File: src/rtl/uart_tx_engine.sv
// uart_tx_engine: UART transmitter that serialises DATA_BITS-wide bytes onto txd_o.
// Before each frame it asserts tx_rts_n_o and waits for tx_cts_n_i low with tx_enable_i
// high. Frame config (baud divider, parity enable/odd, two stop bits) is latched when a
// byte is taken, so later input changes do not affect the frame in flight.
//
// Optional feature macro: UART_TX_FIFO_EN adds a FIFO_DEPTH-entry input FIFO.
//
// Ports:
//   tck           clock
//   rst           synchronous reset, active-high
//   data_i        byte to transmit
//   valid_i       data_i valid
//   ready_o       transfer happens on valid_i & ready_o
//   baud_div_i    bit period minus one, in tck cycles
//   parity_en_i   append parity bit
//   parity_odd_i  1 = odd parity, 0 = even
//   stop2_i       1 = two stop bits
//   tx_enable_i   line enable from flow control
//   tx_rts_n_o    request to send, active-low
//   tx_cts_n_i    clear to send, active-low
//   txd_o         serial line, idle high (registered)
//   busy_o        frame in progress (or FIFO holding data)
module uart_tx_engine #(
  parameter int unsigned DATA_BITS  = 8,
  parameter int unsigned DIV_W      = 16,
  parameter int unsigned FIFO_DEPTH = 4
) (
  input  logic                 tck,
  input  logic                 rst,
  input  logic [DATA_BITS-1:0] data_i,
  input  logic                 valid_i,
  output logic                 ready_o,
  input  logic [DIV_W-1:0]     baud_div_i,
  input  logic                 parity_en_i,
  input  logic                 parity_odd_i,
  input  logic                 stop2_i,
  input  logic                 tx_enable_i,
  output logic                 tx_rts_n_o,
  input  logic                 tx_cts_n_i,
  output logic                 txd_o,
  output logic                 busy_o
);

  localparam int unsigned IdxW = (DATA_BITS > 1) ? $clog2(DATA_BITS) : 1;

  typedef enum logic [2:0] {
    StIdle, StReq, StStart, StData, StParity, StStop
  } state_e;

  state_e                 state_q, state_d;
  logic                   txd_q, txd_d;
  logic                   rts_n_q, rts_n_d;
  logic [DIV_W-1:0]       cnt_q, cnt_d;
  logic [IdxW-1:0]        idx_q, idx_d;
  logic                   stop_idx_q, stop_idx_d;
  logic [DATA_BITS-1:0]   data_q, data_d;
  logic [DIV_W-1:0]       div_q, div_d;
  logic                   par_en_q, par_en_d;
  logic                   par_odd_q, par_odd_d;
  logic                   stop2_q, stop2_d;

  // Frame source: either the host port directly or the head of the FIFO.
  logic                   load;
  logic [DATA_BITS-1:0]   load_data;

`ifdef UART_TX_FIFO_EN
  localparam int unsigned AW = (FIFO_DEPTH > 1) ? $clog2(FIFO_DEPTH) : 1;

  logic [DATA_BITS-1:0] mem_q [FIFO_DEPTH];
  // Pointers carry one extra wrap bit to tell full from empty.
  logic [AW:0]          wr_ptr_q, rd_ptr_q;
  logic                 fifo_full, fifo_empty, push;

  assign fifo_empty = (wr_ptr_q == rd_ptr_q);
  assign fifo_full  = (wr_ptr_q[AW] != rd_ptr_q[AW]) &&
                      (wr_ptr_q[AW-1:0] == rd_ptr_q[AW-1:0]);
  assign load       = (state_q == StIdle) && !fifo_empty;
  assign load_data  = mem_q[rd_ptr_q[AW-1:0]];
  // A pop in the same cycle frees a slot, so a full FIFO can still accept.
  assign ready_o    = !rst && (!fifo_full || load);
  assign push       = valid_i && ready_o;
  assign busy_o     = (state_q != StIdle) || !fifo_empty;

  always_ff @(posedge tck) begin
    if (rst) begin
      wr_ptr_q <= '0;
      rd_ptr_q <= '0;
    end else begin
      if (push) wr_ptr_q <= wr_ptr_q + (AW+1)'(1);
      if (load) rd_ptr_q <= rd_ptr_q + (AW+1)'(1);
    end
  end

  always_ff @(posedge tck) begin
    if (push) mem_q[wr_ptr_q[AW-1:0]] <= data_i;
  end
`else
  assign ready_o   = !rst && (state_q == StIdle);
  assign load      = valid_i && ready_o;
  assign load_data = data_i;
  assign busy_o    = (state_q != StIdle);
`endif

  logic            bit_done;
  logic            parity_bit;
  logic [IdxW-1:0] idx_nxt;

  assign bit_done   = (cnt_q == div_q);
  assign parity_bit = (^data_q) ^ par_odd_q;
  assign idx_nxt    = idx_q + IdxW'(1);

  always_comb begin
    state_d    = state_q;
    txd_d      = txd_q;
    rts_n_d    = rts_n_q;
    cnt_d      = cnt_q;
    idx_d      = idx_q;
    stop_idx_d = stop_idx_q;
    data_d     = data_q;
    div_d      = div_q;
    par_en_d   = par_en_q;
    par_odd_d  = par_odd_q;
    stop2_d    = stop2_q;

    unique case (state_q)
      StIdle: begin
        if (load) begin
          data_d    = load_data;
          div_d     = baud_div_i;
          par_en_d  = parity_en_i;
          par_odd_d = parity_odd_i;
          stop2_d   = stop2_i;
          rts_n_d   = 1'b0;
          state_d   = StReq;
        end
      end
      StReq: begin
        if (!tx_cts_n_i && tx_enable_i) begin
          state_d = StStart;
          txd_d   = 1'b0;
          cnt_d   = '0;
        end
      end
      StStart: begin
        if (bit_done) begin
          cnt_d   = '0;
          idx_d   = '0;
          state_d = StData;
          txd_d   = data_q[0];
        end else begin
          cnt_d = cnt_q + DIV_W'(1);
        end
      end
      StData: begin
        if (bit_done) begin
          cnt_d = '0;
          if (idx_q == IdxW'(DATA_BITS - 1)) begin
            if (par_en_q) begin
              state_d = StParity;
              txd_d   = parity_bit;
            end else begin
              state_d    = StStop;
              txd_d      = 1'b1;
              stop_idx_d = 1'b0;
            end
          end else begin
            idx_d = idx_nxt;
            txd_d = data_q[idx_nxt];
          end
        end else begin
          cnt_d = cnt_q + DIV_W'(1);
        end
      end
      StParity: begin
        if (bit_done) begin
          cnt_d      = '0;
          state_d    = StStop;
          txd_d      = 1'b1;
          stop_idx_d = 1'b0;
        end else begin
          cnt_d = cnt_q + DIV_W'(1);
        end
      end
      StStop: begin
        if (bit_done) begin
          cnt_d = '0;
          if (stop2_q && !stop_idx_q) begin
            stop_idx_d = 1'b1;
          end else begin
            state_d = StIdle;
            rts_n_d = 1'b1;
          end
        end else begin
          cnt_d = cnt_q + DIV_W'(1);
        end
      end
      default: begin
        state_d = StIdle;
        txd_d   = 1'b1;
        rts_n_d = 1'b1;
      end
    endcase
  end

  always_ff @(posedge tck) begin
    if (rst) begin
      state_q    <= StIdle;
      txd_q      <= 1'b1;
      rts_n_q    <= 1'b1;
      cnt_q      <= '0;
      idx_q      <= '0;
      stop_idx_q <= 1'b0;
      data_q     <= '0;
      div_q      <= '0;
      par_en_q   <= 1'b0;
      par_odd_q  <= 1'b0;
      stop2_q    <= 1'b0;
    end else begin
      state_q    <= state_d;
      txd_q      <= txd_d;
      rts_n_q    <= rts_n_d;
      cnt_q      <= cnt_d;
      idx_q      <= idx_d;
      stop_idx_q <= stop_idx_d;
      data_q     <= data_d;
      div_q      <= div_d;
      par_en_q   <= par_en_d;
      par_odd_q  <= par_odd_d;
      stop2_q    <= stop2_d;
    end
  end

  assign txd_o      = txd_q;
  assign tx_rts_n_o = rts_n_q;

endmodule

File: config.mk
export PLATFORM = sky130hd
export DESIGN_NAME = uart_tx_engine
export DESIGN_NICKNAME = d
export VERILOG_FILES = /design/src/rtl/uart_tx_engine.sv
export SDC_FILE = /design/constraint.sdc
export NUM_CORES = 1
export LEC_CHECK = 0
export CORE_ASPECT_RATIO = 0.8
export CORE_MARGIN = 4
export CORE_UTILIZATION = 58
export CTS_CLUSTER_DIAMETER = 30
export DETAILED_ROUTE_END_ITERATION = 8
export GPL_TIMING_DRIVEN = 0
export PLACE_DENSITY = 0.84
export REMOVE_ABC_BUFFERS = 1
export SYNTH_ARGS = -nofsm -noshare
export SYNTH_HDL_FRONTEND = slang
export SYNTH_SLANG_ARGS = --single-unit
File: constraint.sdc
create_clock -name tck -period 3.1 [get_ports tck]
set_clock_uncertainty 0.1 [all_clocks]
set_input_delay 0.775 -clock tck [delete_from_list [all_inputs] [get_ports tck]]
set_output_delay 0.775 -clock tck [all_outputs]
set_load 0.02 [all_outputs]
==> results.txt <==
status - finished, final reports clean
Yosys top cell area share - 41.5%
post-layout period usage - 98.0%
biggest regs - cnt_q (16), div_q (16), data_q (8)
# diodes - 0
largest cells by area after synthesis - dfxtp_1 (41%), nand2_1 (10%), xnor2_1 (8.0%)
Synth Cell Area - 0.00251 mm^2
Worst Min Path Start - par_odd_q
TritonCTS Buffers - 5
clock share of power - 23.3%
FILL cells - 323
hold_buf cts - 0
Flop pwr share - 48.5%
postcts setup bufs - 0
RePlAce Congestion - 0.839
Comb area - 0.00139 mm^2
CTS tree - yes
die width - 81.6 um
initial antenna violation count - 0
startpoint type of the worst setup path - input port
vias per std cell - 5.57
Initial DRC Count - 143
CTS H-tree depth - 2
reg2reg setup slack - 0.70 ns
worst flop-to-flop path startpoint - state_q[0]
Reg2Reg Capture Point - cnt_q[15]
first-pass GRT wire length - 8220 um
clk buf depth - 2
fin area - 0.00299 mm^2
CP Capture Point - ready_o
gr ovfl total - 0
Die Span Y - 66.9 um
Worst Hold Depth - 2
flip-flops with a built-in enable - 0
[routing by layer]
metal  wire length, um  track usage (%)  vias up
met5                 0                0        -
met4                85             8.02        0
met3               317             4.46       10
met2              2110             29.3       81
met1              2510             27.7      980
li1                  -                -     1084
[cells by family after synthesis]
group	count (synthesis)	share of synthesized area (%)
AND-OR/OR-AND	45	11.1
XOR/XNOR	37	13.5
adder cells (fa/ha/maj)	3	1.49
buffers and inverters	19	3.29
flip-flops	52	41.5
multiplexers	4	2.59
AND/OR/NAND/NOR	142	26.7
[area by class of cell]
cell class                 instances  area share, %
timing repair buffer              36           12.6
sequential                        52           34.8
clock buffer                       6           2.76
clock inverter                     2          0.335
inverter                           3          0.502
tap                               57           2.38
multi-input combinational        231           46.6
==> images/port_trees.png <==
The bar under the picture is 20 um long.
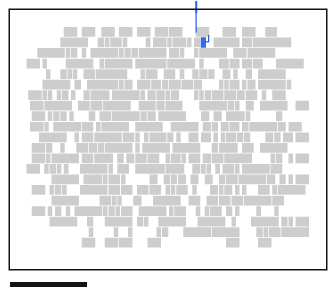
color	port	bits	direction	end cells	buffers	wire
blue	`parity_en_i`	1	input	1	1	8.20 um
I/O Pins: 36
port buffer count: 35

==> images/layers.png <==
Only two layers are drawn.
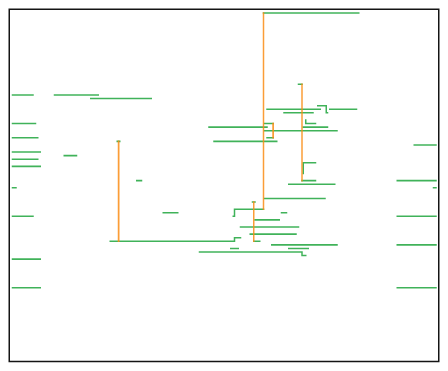
color	layer	wire length
orange	M4	85.0 um
green	M3	318 um

==> images/ff_map.png <==
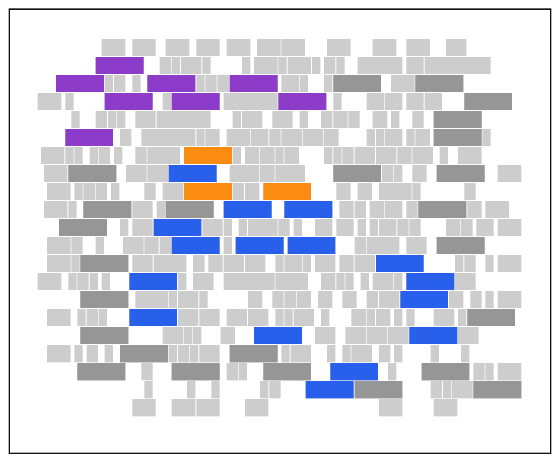
color	netlist name	flops
orange	`idx_q`	3
purple	`data_q`	8
blue	`cnt_q`	16
not colored	25

Power and IR drop assume default switching activity.
